==> src/rtl/fetch_unit.sv <==
// Instruction-fetch stage: holds the PC, fetches over a req/ack handshake,
// presents one instruction at a time and traps on a misaligned next PC.
module fetch_unit #(
  parameter int unsigned           DATA_WIDTH = 32,
  parameter logic [DATA_WIDTH-1:0] RESET_PC   = 32'hBFC0_0000
) (
  input  logic                  clk,
  input  logic                  rst,
  input  logic                  stall,
  input  logic [1:0]            PCSrc,
  input  logic [DATA_WIDTH-1:0] ImmExt,
  input  logic [DATA_WIDTH-1:0] alu_result,
  output logic                  imem_req,
  output logic [DATA_WIDTH-1:0] imem_addr,
  input  logic                  imem_ack,
  input  logic [DATA_WIDTH-1:0] imem_rdata,
  output logic [DATA_WIDTH-1:0] instr,
  output logic [DATA_WIDTH-1:0] pc,
  output logic [DATA_WIDTH-1:0] pc_plus4,
  output logic                  instr_valid,
  output logic                  misaligned
);

  localparam logic [DATA_WIDTH-1:0] NOP = DATA_WIDTH'(32'h0000_0013);

  typedef enum logic [1:0] {
    FETCH = 2'd0,
    VALID = 2'd1,
    FAULT = 2'd2
  } state_t;

  state_t                state;
  state_t                state_next;
  logic                  load_instr;
  logic                  load_pc;
  logic [DATA_WIDTH-1:0] next_pc;

  assign pc_plus4  = pc + DATA_WIDTH'(4);
  assign imem_addr = pc;

  // Branch/jump target selection; PCSrc=11 falls back to sequential.
  always_comb begin
    next_pc = pc_plus4;
    unique case (PCSrc)
      2'b01:   next_pc = pc + ImmExt;
      2'b10:   next_pc = {alu_result[DATA_WIDTH-1:1], 1'b0};
      default: next_pc = pc_plus4;
    endcase
  end

  always_comb begin
    state_next  = state;
    load_instr  = 1'b0;
    load_pc     = 1'b0;
    imem_req    = 1'b0;
    instr_valid = 1'b0;
    misaligned  = 1'b0;
    unique case (state)
      FETCH: begin
        imem_req = 1'b1;
        if (imem_ack) begin
          load_instr = 1'b1;
          state_next = VALID;
        end
      end
      VALID: begin
        instr_valid = 1'b1;
        if (!stall) begin
          // A misaligned target leaves pc on the faulting instruction.
          if (next_pc[1:0] != 2'b00) begin
            state_next = FAULT;
          end else begin
            load_pc    = 1'b1;
            state_next = FETCH;
          end
        end
      end
      FAULT: begin
        misaligned = 1'b1;
      end
      default: begin
        state_next = FETCH;
      end
    endcase
  end

  always_ff @(posedge clk) begin
    if (rst) begin
      state <= FETCH;
      pc    <= RESET_PC;
      instr <= NOP;
    end else begin
      state <= state_next;
      if (load_instr) instr <= imem_rdata;
      if (load_pc)    pc    <= next_pc;
    end
  end

endmodule
==> config.mk <==
export PLATFORM = sky130hd
export DESIGN_NAME = fetch_unit
export DESIGN_NICKNAME = d
export VERILOG_FILES = /design/src/rtl/fetch_unit.sv
export SDC_FILE = /design/constraint.sdc
export NUM_CORES = 1
export LEC_CHECK = 0
export CORE_ASPECT_RATIO = 0.75
export CORE_MARGIN = 2
export CORE_UTILIZATION = 35
export CTS_BUF_LIST = sky130_fd_sc_hd__clkbuf_4 sky130_fd_sc_hd__clkbuf_8
export DETAILED_ROUTE_END_ITERATION = 16
export GPL_ROUTABILITY_DRIVEN = 1
export PLACE_DENSITY = 0.68
export SLEW_MARGIN = 20
export SYNTH_ARGS = -nofsm -noshare
export SYNTH_HDL_FRONTEND = slang
export SYNTH_SLANG_ARGS = --single-unit
export TNS_END_PERCENT = 20
==> constraint.sdc <==
create_clock -name clk -period 7.4 [get_ports clk]
set_input_delay 1.11 -clock clk [delete_from_list [all_inputs] [get_ports clk]]
set_output_delay 1.11 -clock clk [all_outputs]
set_load 0.02 [all_outputs]
Figure 1. Met3 routing.
(2 px per µm)
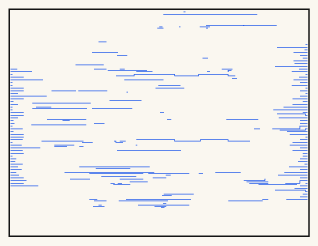
wire length on this layer: 1640 µm
longest straight run: 46.7 µm
share of all routed wire: 8.5%
main direction: horizontal
global-route met3 utilization: 0.0552
overall routed net length: 19400 µm
Via Count: 6087

Figure 2. Cells coloured by class.
(2 px per µm)
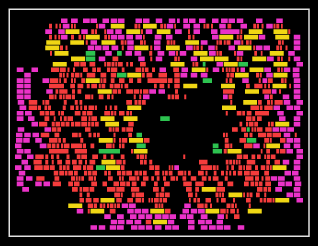
[flip-flops] yellow | cells: 66
[all other logic] red | cells: 603
[clock drivers and dummy loads] green | cells: 16
[other buffers and delay cells] magenta | cells: 239

Figure 3. Where the registers sit.
(4 px per µm)
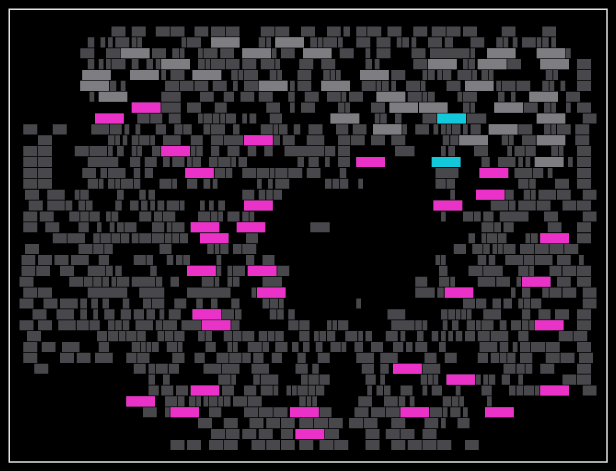
[state] cyan | flops: 2
[imem_addr] magenta | flops: 32
not coloured: 32
Flop area: 0.00132 mm²
sequential power: 0.391 mW
proportion of cell area occupied by registers: 0.166
Final Core Density: 0.519

==> results.tsv <==
stage	metric	value	unit
logic_synthesis	area figure in the yosys stat output	0.00553	mm²
power_and_ir_drop	clock-net power	0.325	mW
min_path	capture endpoint of the worst hold path	instr[27]	
power_and_ir_drop	Power Density	135	mW/mm²
cts	TritonCTS clock tree	yes	
power_and_ir_drop	sequential share of power	0.364	
worst_setup_path	length in cells of the worst reg-to-reg path	9	
layout	proportion of cell area spent on the clock network	0.0255	
layout	portion of the layout cell area used by non-clock buffers	0.300	
status	result of the run	finished clean	
worst_setup_path	kind of cell with the highest combined delay on the critical path	simple AND/OR/NAND/NOR gates	
power_and_ir_drop	worst voltage drop across the vdd grid	0.0757	mV
detailed_routing	length of routed wiring on met1	9170	µm
final_timing	Finish-stage setup viols	0	
layout	Clock Buffer Count	10	
detailed_routing	Detailed Routing Iterations Pass 1	5	
logic_synthesis	multiplexer share of the synthesized area	0	
logic_synthesis	number of warnings printed during yosys synthesis	0	
detailed_routing	highest layer used for signal routing	met4	
worst_setup_path	slowest stage cell on the critical path	clkdlybuf4s50_1	
grt	number of antenna violations at the first check in global routing	0	
logic_synthesis	cell types occupying the most area after synthesis	dfxtp_1 24%, nand2_1 7.8%, ha_1 7.7%	
power_and_ir_drop	switching pwr	0.369	mW
final_timing	worst hold slack across all endpoints	456	ps
grt	number of global-route vias before repair	5599	
placement	placed cells	1113	
floorplanning	chip footprint	0.0168	mm²
min_path	class of the worst hold path	register to register	
detailed_routing	DR DRC count	0	
power_and_ir_drop	top contributor to total power	registers	
worst_setup_path	critical path buffer and inverter count	1	
cts	number of cells upsized or downsized after cts	0	
cts	CTS clock-pin slew for the worst setup and hold paths	80	ps
detailed_routing	antenna-violating nets left	0	
cts	level count of the clock H-tree	3	
worst_setup_path	required time at the endpoint of the critical path	6290	ps
worst_setup_path	type of destination of the critical path	output port	
worst_setup_path	startpoint kind of the worst setup timing path	register	
grt	layer with the highest usage after global routing	met2	
worst_setup_path	Setup Crit Path Kind	register to output port	
layout	area of all placed cells without fillers	0.00795	mm²
final_timing	count of pins over their slew limit	0	
min_path	depth of the worst hold-timing path	2	
power_and_ir_drop	total internal power	0.707	mW
final_timing	min setup slack post-route	2870	ps
logic_synthesis	fraction of the yosys area taken by sequential cells	0.239	
logic_synthesis	fraction of registers with async set or reset after synthesis	0	
layout	Largest cell class	combinational gates	
logic_synthesis	top cell type by total area after synthesis	dfxtp_1	
logic_synthesis	Post-Syn Instances	750	
cts	TritonCTS Sinks	66	
power_and_ir_drop	sum of internal, switching and leakage power	1.08	mW
worst_setup_path	number of cells on the critical path	7	
power_and_ir_drop	leakage dissipation	3.07	nW
cts	CTS Root Cell	clkbuf_8	
layout	multi-input gates	587	
layout	P&R area growth vs syn	43.8	%
final_timing	maximum clock rate	221	MHz
floorplanning	top-level I/O count	233	
layout	number of ordinary inverters in the final layout	16	
min_path	worst hold start	instr[27]	
grt	overall overflow remaining after global route	0	
grt	met2 usage in global routing	0.341	
logic_synthesis	dominant register cell in the synthesized netlist	dfxtp_1	
detailed_routing	routed length on met3	1640	µm
logic_synthesis	flip-flops with a built-in enable	0	
power_and_ir_drop	Switching Share	0.343	
worst_setup_path	Crit Reg-Reg Startpoint	imem_addr[0]	
run	max-cap violation count	0	
Figure 4. Placement view.
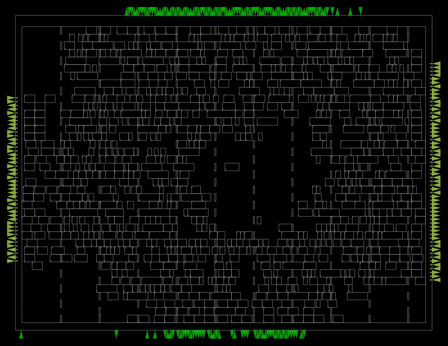
total number of placement rows: 39
number of tapcells: 205

Figure 5. Metal layers overlaid.
(2 px per µm) Two of the layers only.
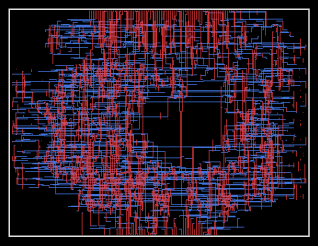
[met1] blue | wire length: 9170 µm
[met2] red | wire length: 8340 µm
routed wire length per instance: 17.2 µm
GR Util All Layers: 0.225

==> cells in the final DEF, fill, tap and decap left out, types with 3 or more instances in the layout <==
cell type,n
nand2_1,114
dfxtp_1,66
clkdlybuf4s50_1,230
buf_4,7
a211oi_1,5
nand2b_1,5
xor2_1,20
inv_1,16
a21o_1,18
nor3_1,11
and3_1,13
clkbuf_8,10
a211o_1,3
o22ai_1,10
o21a_1,5
a41oi_1,3
xnor2_1,35
o21ai_1,12
nand4_1,13
o211ai_1,6
nor2b_1,7
o21bai_1,3
and2_1,5
a21oi_1,82
o31ai_1,4
nand3_1,20
a22oi_1,16
and4_1,4
nor2_1,50
o21ai_0,32
or3_1,5
ha_1,34
a221oi_1,8
a31oi_1,3
Power figures rest on the tool's default switching activity, not on a simulated workload.
